**Run 1: zoomed window**

Window x 26 to 56, y 10 to 40 um. Cells in gray, sequential cells in the stronger gray; small squares are vias.
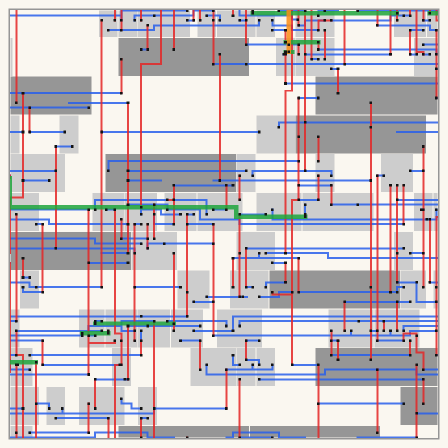
**Run 1: routed metal per tile**

Scale: 4 px per um. The die is cut into 16 by 16 equal tiles; white is low, dark blue is high, scaled to the fullest tile. Values are wire area over tile area, all layers added.
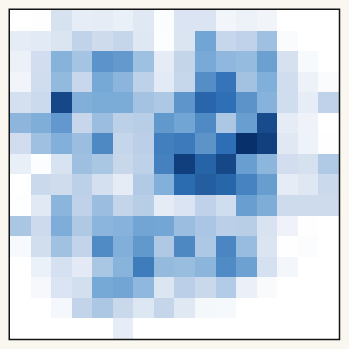
**Run 1: routed clock nets over the placement**

Scale: 4 px per um.
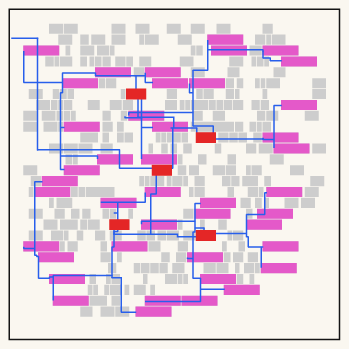
File: config.mk
export PLATFORM = sky130hd
export DESIGN_NAME = exec_sequencer_flat
export DESIGN_NICKNAME = d
export VERILOG_FILES = /design/src/rtl/exec_sequencer_if.sv /design/src/rtl/exec_sequencer.sv /design/src/flat_wrapper.sv
export SDC_FILE = /design/constraint.sdc
export NUM_CORES = 1
export LEC_CHECK = 0
export ABC_AREA = 0
export CAP_MARGIN = 20
export CORE_MARGIN = 3
export CORE_UTILIZATION = 40
export DETAILED_ROUTE_END_ITERATION = 8
export GPL_TIMING_DRIVEN = 1
export SYNTH_ARGS = -nofsm -noshare
export SYNTH_HDL_FRONTEND = slang
export SYNTH_SLANG_ARGS = --single-unit
File: constraint.sdc
create_clock -name CLK -period 4.31 [get_ports CLK]
set_input_delay 1.293 -clock CLK [delete_from_list [all_inputs] [get_ports CLK]]
set_output_delay 1.293 -clock CLK [all_outputs]
set_load 0.05 [all_outputs]
File: src/rtl/exec_sequencer_if.sv
// Control/status bundle between the run controller, decoder and the sequencer.
// Pure wiring, no latency of its own.
// No backpressure: level signals sampled by the sequencer every cycle.
interface exec_sequencer_if #(
    parameter int PC_W  = 8,
    parameter int CNT_W = 16
);
    logic              St;
    logic              jump;
    logic              halt_instr;
    logic              pc_src;
    logic [PC_W-1:0]   jump_addr;
    logic [PC_W-1:0]   pc;
    logic              wr_en;
    logic              busy;
    logic              done;
    logic              timeout;
    logic [CNT_W-1:0]  instr_count;

    // Controller / decoder side: drives start, branch info; observes status.
    modport master (
        output St, jump, halt_instr, pc_src, jump_addr,
        input  pc, wr_en, busy, done, timeout, instr_count
    );

    // Sequencer side.
    modport slave (
        input  St, jump, halt_instr, pc_src, jump_addr,
        output pc, wr_en, busy, done, timeout, instr_count
    );
endinterface

File: src/rtl/exec_sequencer.sv
// Fetch/execute/commit sequencer: owns pc, one wr_en per instruction, halt/watchdog stop.
// Latency: first FETCH one cycle after St; 2+EXEC_CYC cycles per committed instruction.
// No backpressure: St is ignored while busy; decoder inputs must hold through EXEC.
module exec_sequencer #(
    parameter int PC_W     = 8,
    parameter int EXEC_CYC = 2,
    parameter int MAX_CYC  = 4096,
    parameter int CNT_W    = 16
) (
    input  logic             CLK,
    input  logic             RST,
    exec_sequencer_if.slave  bus
);
    localparam int EC_W = (EXEC_CYC > 1) ? $clog2(EXEC_CYC) : 1;
    localparam int WD_W = $clog2(MAX_CYC + 1);
    localparam logic [EC_W-1:0]  EXEC_LAST = EC_W'(EXEC_CYC - 1);
    localparam logic [WD_W-1:0]  WD_LAST   = WD_W'(MAX_CYC - 1);
    localparam logic [CNT_W-1:0] CNT_MAX   = '1;

    typedef enum logic [2:0] {
        S_IDLE   = 3'd0,
        S_FETCH  = 3'd1,
        S_EXEC   = 3'd2,
        S_COMMIT = 3'd3,
        S_HALT   = 3'd4
    } state_t;

    state_t            state_q, state_d;
    logic [PC_W-1:0]   pc_q, pc_d;
    logic [CNT_W-1:0]  cnt_q, cnt_d;
    logic [WD_W-1:0]   wd_q, wd_d;
    logic [EC_W-1:0]   ex_q, ex_d;
    logic              to_q, to_d;
    logic              wd_hit;

    // State and datapath registers; reset aborts any state immediately.
    always_ff @(posedge CLK or posedge RST) begin
        if (RST) begin
            state_q <= S_IDLE;
            pc_q    <= '0;
            cnt_q   <= '0;
            wd_q    <= '0;
            ex_q    <= '0;
            to_q    <= 1'b0;
        end else begin
            state_q <= state_d;
            pc_q    <= pc_d;
            cnt_q   <= cnt_d;
            wd_q    <= wd_d;
            ex_q    <= ex_d;
            to_q    <= to_d;
        end
    end

    // Next state plus pc/count/watchdog updates.
    always_comb begin
        state_d = state_q;
        pc_d    = pc_q;
        cnt_d   = cnt_q;
        wd_d    = wd_q;
        ex_d    = ex_q;
        to_d    = to_q;
        // wd_q holds completed busy cycles, so this is the last allowed busy cycle.
        wd_hit  = (wd_q == WD_LAST);
        case (state_q)
            S_IDLE, S_HALT: begin
                if (bus.St) begin
                    state_d = S_FETCH;
                    pc_d    = '0;
                    cnt_d   = '0;
                    wd_d    = '0;
                    to_d    = 1'b0;
                end
            end
            S_FETCH: begin
                wd_d = wd_q + WD_W'(1);
                // A decoded HALT ends the run cleanly even on the watchdog's last cycle.
                if (bus.halt_instr) begin
                    state_d = S_HALT;
                end else if (wd_hit) begin
                    state_d = S_HALT;
                    to_d    = 1'b1;
                end else begin
                    state_d = S_EXEC;
                    ex_d    = '0;
                end
            end
            S_EXEC: begin
                wd_d = wd_q + WD_W'(1);
                if (wd_hit) begin
                    state_d = S_HALT;
                    to_d    = 1'b1;
                end else if (ex_q == EXEC_LAST) begin
                    state_d = S_COMMIT;
                end else begin
                    ex_d = ex_q + EC_W'(1);
                end
            end
            S_COMMIT: begin
                wd_d  = wd_q + WD_W'(1);
                pc_d  = (bus.pc_src && bus.jump) ? bus.jump_addr : pc_q + PC_W'(1);
                cnt_d = (cnt_q == CNT_MAX) ? cnt_q : cnt_q + CNT_W'(1);
                // The write in flight always completes; the watchdog only blocks the next fetch.
                if (wd_hit) begin
                    state_d = S_HALT;
                    to_d    = 1'b1;
                end else begin
                    state_d = S_FETCH;
                end
            end
            default: state_d = S_IDLE;
        endcase
    end

    // Status outputs decoded from the registered state.
    always_comb begin
        bus.busy        = (state_q == S_FETCH) || (state_q == S_EXEC) || (state_q == S_COMMIT);
        bus.done        = (state_q == S_HALT);
        bus.wr_en       = (state_q == S_COMMIT);
        bus.pc          = pc_q;
        bus.instr_count = cnt_q;
        bus.timeout     = to_q;
    end
endmodule

File: src/flat_wrapper.sv
// flat-port wrapper written by rule: the top's interface ports become plain ports
module exec_sequencer_flat 
#(
    parameter int PC_W     = 8,
    parameter int EXEC_CYC = 2,
    parameter int MAX_CYC  = 4096,
    parameter int CNT_W    = 16
)
  (CLK, RST, bus_St, bus_jump, bus_halt_instr, bus_pc_src, bus_jump_addr, bus_pc, bus_wr_en, bus_busy, bus_done, bus_timeout, bus_instr_count);
  exec_sequencer_if #(.PC_W(PC_W), .CNT_W(CNT_W)) bus_i ();
  input  logic CLK;
  input  logic RST;
  input wire logic [$bits(bus_i.St)-1:0] bus_St;
  input wire logic [$bits(bus_i.jump)-1:0] bus_jump;
  input wire logic [$bits(bus_i.halt_instr)-1:0] bus_halt_instr;
  input wire logic [$bits(bus_i.pc_src)-1:0] bus_pc_src;
  input wire logic [$bits(bus_i.jump_addr)-1:0] bus_jump_addr;
  output wire logic [$bits(bus_i.pc)-1:0] bus_pc;
  output wire logic [$bits(bus_i.wr_en)-1:0] bus_wr_en;
  output wire logic [$bits(bus_i.busy)-1:0] bus_busy;
  output wire logic [$bits(bus_i.done)-1:0] bus_done;
  output wire logic [$bits(bus_i.timeout)-1:0] bus_timeout;
  output wire logic [$bits(bus_i.instr_count)-1:0] bus_instr_count;
  assign bus_i.St = bus_St;
  assign bus_i.jump = bus_jump;
  assign bus_i.halt_instr = bus_halt_instr;
  assign bus_i.pc_src = bus_pc_src;
  assign bus_i.jump_addr = bus_jump_addr;
  assign bus_pc = bus_i.pc;
  assign bus_wr_en = bus_i.wr_en;
  assign bus_busy = bus_i.busy;
  assign bus_done = bus_i.done;
  assign bus_timeout = bus_i.timeout;
  assign bus_instr_count = bus_i.instr_count;
  exec_sequencer #(.PC_W(PC_W), .EXEC_CYC(EXEC_CYC), .MAX_CYC(MAX_CYC), .CNT_W(CNT_W)) u_core (.CLK(CLK), .RST(RST), .bus(bus_i));
endmodule
==> impl_metrics.toml, run 1 <==
# yosys + openroad results
[yosys]
synth.most_common_cell = "dfrtp_1"
synth.cellmix.adderShare_pct = 1.62
mux_share_pct = 1.78
numSynthFlops = 42
top_area_share_pct = 45.2
logic_family = "simple AND/OR/NAND/NOR gates"
ys_area_mm2 = 0.00232
aoi_share_pct = 20.2
synth_seq_share_pct = 45.2
yosys_warnings = 0
yosys.area.top_type = "dfrtp_1"
ys_sh_simple_pct = 24.0
syn_nets = 269
synth_cells = 252
yosys_cells = 252
synthTopCellsByCount = "dfrtp_1, nand2_1, nor2_1"

[timing]
drv_slew = 0
rsz0062_at_grt = "no"
fin_tns_setup_ns = 0
hold_violations = 0
tightest_slew_ns = 0.833
whs_ns = 0.492
setup_viol = 0
max_clock_freq_ghz = 0.286
slew_headroom_pct = 43.9
setup_slack_ns = 0.817

[finish]
nFillCells = 528
signal_buffers = 44
sh_comb_area_pct = 40.4
syn2layout_area_growth_pct = 25.3
fin_util_pct = 52.2
inv_count = 14
layout_top_cell = "dfrtp_1"
buffer_area_share_pct = 14.9
fin_nets = 309
final_area_mm2 = 0.00291
drive_gt1_share_pct = 5.80
num-multi-input-gates = 185
flop_area_mm2 = 0.00105
diodes = 0
nClkBuffers = 5
largest_register_ff_count = 16
flops = 42
biggestCellCategory = "combinational gates"

[setup_path]
cp_num_cells = 3
ff2ff_path_depth = 4
cpPeakStageDelay_ns = 0.81
worst-path-buf-inv = 2
cp_max_fo = 26
r2r_start = "u_core.bus.instr_count[4]"
startpoint = "u_core.state_q[0]"
cp-endpoint = "bus_wr_en"
worstPathArrival_ns = 2.20

[clock_tree]
clock_sinks = 42
post_cts_buffers = 0
clock_tree.root_cell = "clkbuf_8"
cts_max_level = 2
clkLatencyLatePin_ns = 0.29
clk_pin_slew_ns = 0.08
cts_hold_buf = 0
tritoncts = "done"
cts_resized = 0
ctsLongestPathBuffers = 2

[routing]
drc_errors = 0
drt_pre_antenna_iters = 5
top_layer_used = "met4"
vias_per_cell = 5.84
vias = 2132
wirelength_um = 5520
wl_per_cell_um = 15.1
ant_nets = 0

[pwr]
comb_power_share_pct = 38.6
totalPowerFinal_mw = 1.40
p_comb_uw = 542
pwr-share-clk_pct = 22.2
pwr_density_cell_mw_per_mm2 = 482
power.group.top = "registers"
vdd_ir_drop_max_mv = 0.304
p_leak_nw = 1.18
p_clk_uw = 311
p_seq_uw = 549
intPower_uw = 813
p_seq_share_pct = 39.1

[placement]
placed_cell_area_mm2 = 0.00280
portBuffers = 41
dp.cells = 357
dp_hpwl_um = 3880
gp_congestion = 0.837
dpl_worst_slack_ns = 1.15

[global_route]
grt_pass1_vias = 1916
overflow = 0
grt_max_degree = 43
top_usage_layer = "met1"
gr-usage-met1_pct = 27.2
antenna_found_initial = 0
use_met2_pct = 26.8

[floorplan]
nWellTaps = 72
initCoreUtil_pct = 41.7
fp.dieW_um = 82.2
top_level_ports = 42
core_mm2 = 0.00557

[outcome]
status = "completed"

[hold_path]
hold-path-endpoint = "u_core.wd_q[11]"
hp-class = "reg -> reg"

[run]
cap_violations = 0
Notes on 'zoomed window' above:
| layer | color |
|---|---|
| met2 | red |
| met4 | orange |
| met1 | blue |
| met3 | green |
cells with their middle in the window: 56
sequential cells in the window: 8
most frequent: nor2_1 (8), dfrtp_1 (8), xnor2_1 (5)
netlist names of flops here include: `u_core.wd_q` (5), `u_core.bus.instr_count` (2)

Notes on 'routed metal per tile' above:
densest ninth of the die: center
nearly empty tiles: 19%
tiles over half the peak: 18%
fullest tile: 0.46
mean over tiles: 0.13

Notes on 'routed clock nets over the placement' above:
[clock wires] blue | length: 576 um
[flip-flops] magenta | count: 42
[cells driving clock nets] red | count: 5
routed clock nets: 6

==> inputs of run 2 (changes only) <==
PLACE_DENSITY = 0.66   (was default)
clock period = 3.13 ns   (was 4.31 ns; I/O delays follow)
**Run 2: congestion heat map**

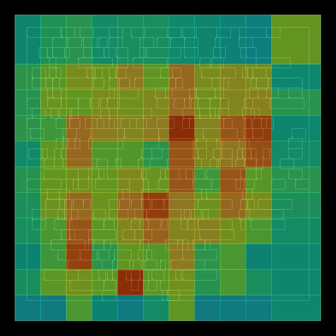
GR Util met1: 24.8%
Util after Layout: 52.8%

==> impl_metrics.toml, run 2 <==
# yosys + openroad results
[routing]
drt_pre_antenna_iters = 4
drc_errors = 0
wl_per_cell_um = 14.7
vias_per_cell = 5.64
top_layer_used = "met4"
vias = 2085
wl_met3_um = 182
wirelength_um = 5420
ant_nets = 0

[pwr]
p_seq_share_pct = 38.5
comb_power_share_pct = 42.4
p_clk_uw = 363
vdd_ir_drop_max_mv = 0.404
totalPowerFinal_mw = 1.90
pwr_density_cell_mw_per_mm2 = 646
p_leak_nw = 1.20
p_seq_uw = 732
power.group.top = "combinational logic"
intPower_mw = 1.07
pwr-share-clk_pct = 19.1

[setup_path]
worst-path-buf-inv = 2
cp_num_cells = 3
path_cells = "buf_4 > nor3_1 > clkdlybuf4s50_1"
cp-endpoint = "bus_done"
worstPathArrival_ns = 1.89
cp_max_fo = 11
cpPeakStageDelay_ns = 0.83
startpoint = "u_core.state_q[0]"
ff2ff_path_depth = 4

[timing]
rsz0062_at_grt = "no"
setup_viol = 0
setup_slack_ns = 0.303
max_clock_freq_ghz = 0.354
tightest_slew_ns = 0.695
fin_tns_setup_ns = 0
whs_ns = 0.503
slew_headroom_pct = 53.1
fin_crit_sh_pct = 90.3
hold_violations = 0
drv_slew = 0

[floorplan]
initCoreUtil_pct = 41.7
core_mm2 = 0.00557
top_level_ports = 42
nWellTaps = 72
die_h_um = 82.2
fp.dieW_um = 82.2

[clock_tree]
clock_sinks = 42
cts_resized = 0
cts_max_level = 2
clock_tree.root_cell = "clkbuf_8"
clk_pin_slew_ns = 0.09
ctsLongestPathBuffers = 2
cts_hold_buf = 0
clkLatencyLatePin_ns = 0.30
post_cts_buffers = 0
tritoncts = "done"

[hold_path]
holdPathStages = 1
hp-class = "reg -> reg"
hold-path-endpoint = "u_core.wd_q[11]"

[yosys]
ys_sh_simple_pct = 24.0
avgSynthCellArea_um2 = 9.22
aoi_share_pct = 20.2
synth.most_common_cell = "dfrtp_1"
synthTopCellsByCount = "dfrtp_1, nand2_1, nor2_1"
yosys_warnings = 0
syn_nets = 269
synth_seq_share_pct = 45.2
mux_share_pct = 1.78
synth.cellmix.adderShare_pct = 1.62
syn_area_mm2 = 0.00232
synth_cells = 252
top_area_share_pct = 45.2
flop_cell = "dfrtp_1"
numSynthFlops = 42
yosys.area.top_type = "dfrtp_1"
logic_family = "simple AND/OR/NAND/NOR gates"
yosys_cells = 252
ys_area_mm2 = 0.00232

[finish]
num-multi-input-gates = 185
largest_register_ff_count = 16
flops = 42
nFillCells = 524
drive_gt1_share_pct = 7.72
biggestCellCategory = "combinational gates"
signal_buffers = 49
nClkBuffers = 5
fin_nets = 314
layout_top_cell = "dfrtp_1"
sh_comb_area_pct = 39.9
final_area_mm2 = 0.00294
diodes = 0
syn2layout_area_growth_pct = 26.7
flop_area_mm2 = 0.00105
buffer_area_share_pct = 16.4
inv_count = 14

[outcome]
status = "completed"

[placement]
dpl_worst_slack_ns = 0.484
placed_cell_area_mm2 = 0.00285
dp.cells = 362
dp_hpwl_um = 3890
gp_congestion = 0.827
portBuffers = 41

[global_route]
met3_usage_pct = 3.25
grt_max_degree = 43
use_met2_pct = 27.7
top_usage_layer = "met2"
overflow = 0
antenna_found_initial = 0
grt_pass1_vias = 1938

[run]
cap_violations = 0
**Run 2: routed clock nets over the placement**

Scale: 4 px per um.
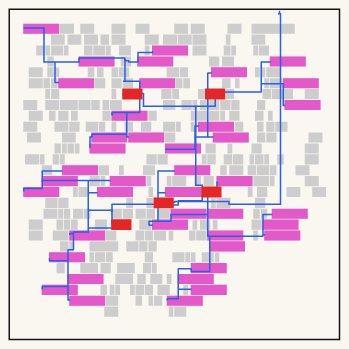
[clock wires] blue | length: 540 um
[cells driving clock nets] red | count: 5
[flip-flops] magenta | count: 42
routed clock nets: 6

==> inputs of run 3 (changes only) <==
CORE_MARGIN = 2   (was 3)
**Run 3: routed clock nets over the placement**

Scale: 4 px per um.
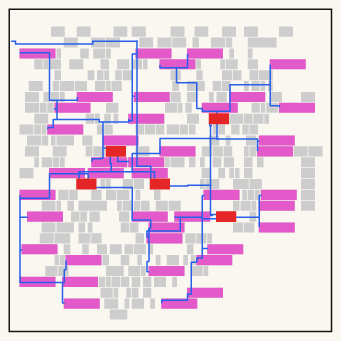
Clk pwr share: 18.0%
Clock net power: 332 uW
Worst-Skew Late Latency: 0.29 ns

==> impl_metrics.toml, run 3 <==
# yosys + openroad results
[clock_tree]
clock_tree.root_cell = "clkbuf_8"
ctsLongestPathBuffers = 2
clock_sinks = 42
cts_max_level = 2
tritoncts = "done"
clk_pin_slew_ns = 0.08
cts_resized = 0

[finish]
syn2layout_area_growth_pct = 25.0
fin_util_pct = 52.1
biggestCellCategory = "combinational gates"
largest_register_ff_count = 16
lay_top_cells = "dfrtp_1, clkdlybuf4s50_1, nand2_1"
sh_comb_area_pct = 40.4
nFillCells = 535
layout_top_cell = "dfrtp_1"
flops = 42
diodes = 0
drive_gt1_share_pct = 5.78
signal_buffers = 46
num-multi-input-gates = 185
inv_count = 14
nClkBuffers = 7
flop_area_mm2 = 0.00105
final_area_mm2 = 0.00291
fin_nets = 311
buffer_area_share_pct = 15.8

[yosys]
synth_cells = 252
synth_seq_share_pct = 45.2
yosys.area.top_type = "dfrtp_1"
synth.most_common_cell = "dfrtp_1"
mux_share_pct = 1.78
ys_area_mm2 = 0.00232
ys_sh_simple_pct = 24.0
logic_family = "simple AND/OR/NAND/NOR gates"
flop_cell = "dfrtp_1"
synthTopCellsByCount = "dfrtp_1, nand2_1, nor2_1"
synth.cellmix.adderShare_pct = 1.62
avgSynthCellArea_um2 = 9.22
yosys_cells = 252
aoi_share_pct = 20.2
syn_nets = 269
syn_area_mm2 = 0.00232
yosys_warnings = 0
numSynthFlops = 42

[placement]
dpl_worst_slack_ns = 0.351
portBuffers = 41
placed_cell_area_mm2 = 0.00283
dp.cells = 359
dp_hpwl_um = 3730
gp_congestion = 0.828

[routing]
wl_per_cell_um = 14.7
drt_pre_antenna_iters = 5
vias = 2154
wl_met3_um = 279
drc_errors = 0
vias_per_cell = 5.89
top_layer_used = "met4"
ant_nets = 0

[global_route]
use_met2_pct = 26.9
grt_pass1_vias = 1865
gr-usage-met1_pct = 24.7
top_usage_layer = "met2"
overflow = 0
met3_usage_pct = 4.27
antenna_found_initial = 0
grt_max_degree = 43

[pwr]
vdd_ir_drop_max_mv = 0.388
comb_power_share_pct = 42.0
p_seq_share_pct = 40.0
p_seq_uw = 740
p_comb_uw = 777
power.group.top = "combinational logic"
intPower_mw = 1.06
p_leak_nw = 1.18
totalPowerFinal_mw = 1.85

[floorplan]
fp.dieW_um = 80.2
initCoreUtil_pct = 41.7
core_mm2 = 0.00557
top_level_ports = 42
nWellTaps = 72

[hold_path]
hold-path-endpoint = "u_core.wd_q[11]"
hp-class = "reg -> reg"
holdPathStages = 1

[timing]
whs_ns = 0.493
fin_tns_setup_ns = 0
fin_worst_skew_ns = 0.0100
drv_slew = 0
tightest_slew_ns = 0.881
hold_violations = 0
max_clock_freq_ghz = 0.354
fin_crit_sh_pct = 90.1
setup_slack_ns = 0.308
slew_headroom_pct = 40.7
setup_viol = 0
rsz0062_at_grt = "no"

[setup_path]
ff2ff_path_depth = 4
cp_max_fo = 12
startpoint = "u_core.state_q[0]"
worstPathArrival_ns = 1.88
cp-endpoint = "bus_done"
cp_num_cells = 2
path_cells = "nor3_1 > clkdlybuf4s50_1"
worst-path-buf-inv = 1
cpPeakStageDelay_ns = 0.83
r2r_start = "u_core.bus.instr_count[3]"

[run]
cap_violations = 0

[outcome]
status = "completed"
**Run 3: gate families picked out**

Scale: 8 px per um.
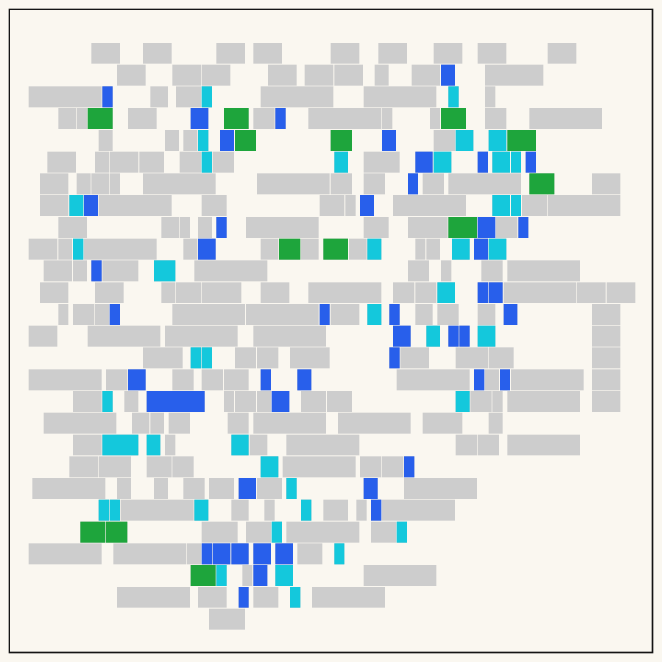
| family | color | cells |
|---|---|---|
| NAND gates | blue | 46 |
| AND-OR and OR-AND gates | green | 13 |
| NOR gates | cyan | 41 |

No activity file was given, so power comes from the tool's default toggle rates.
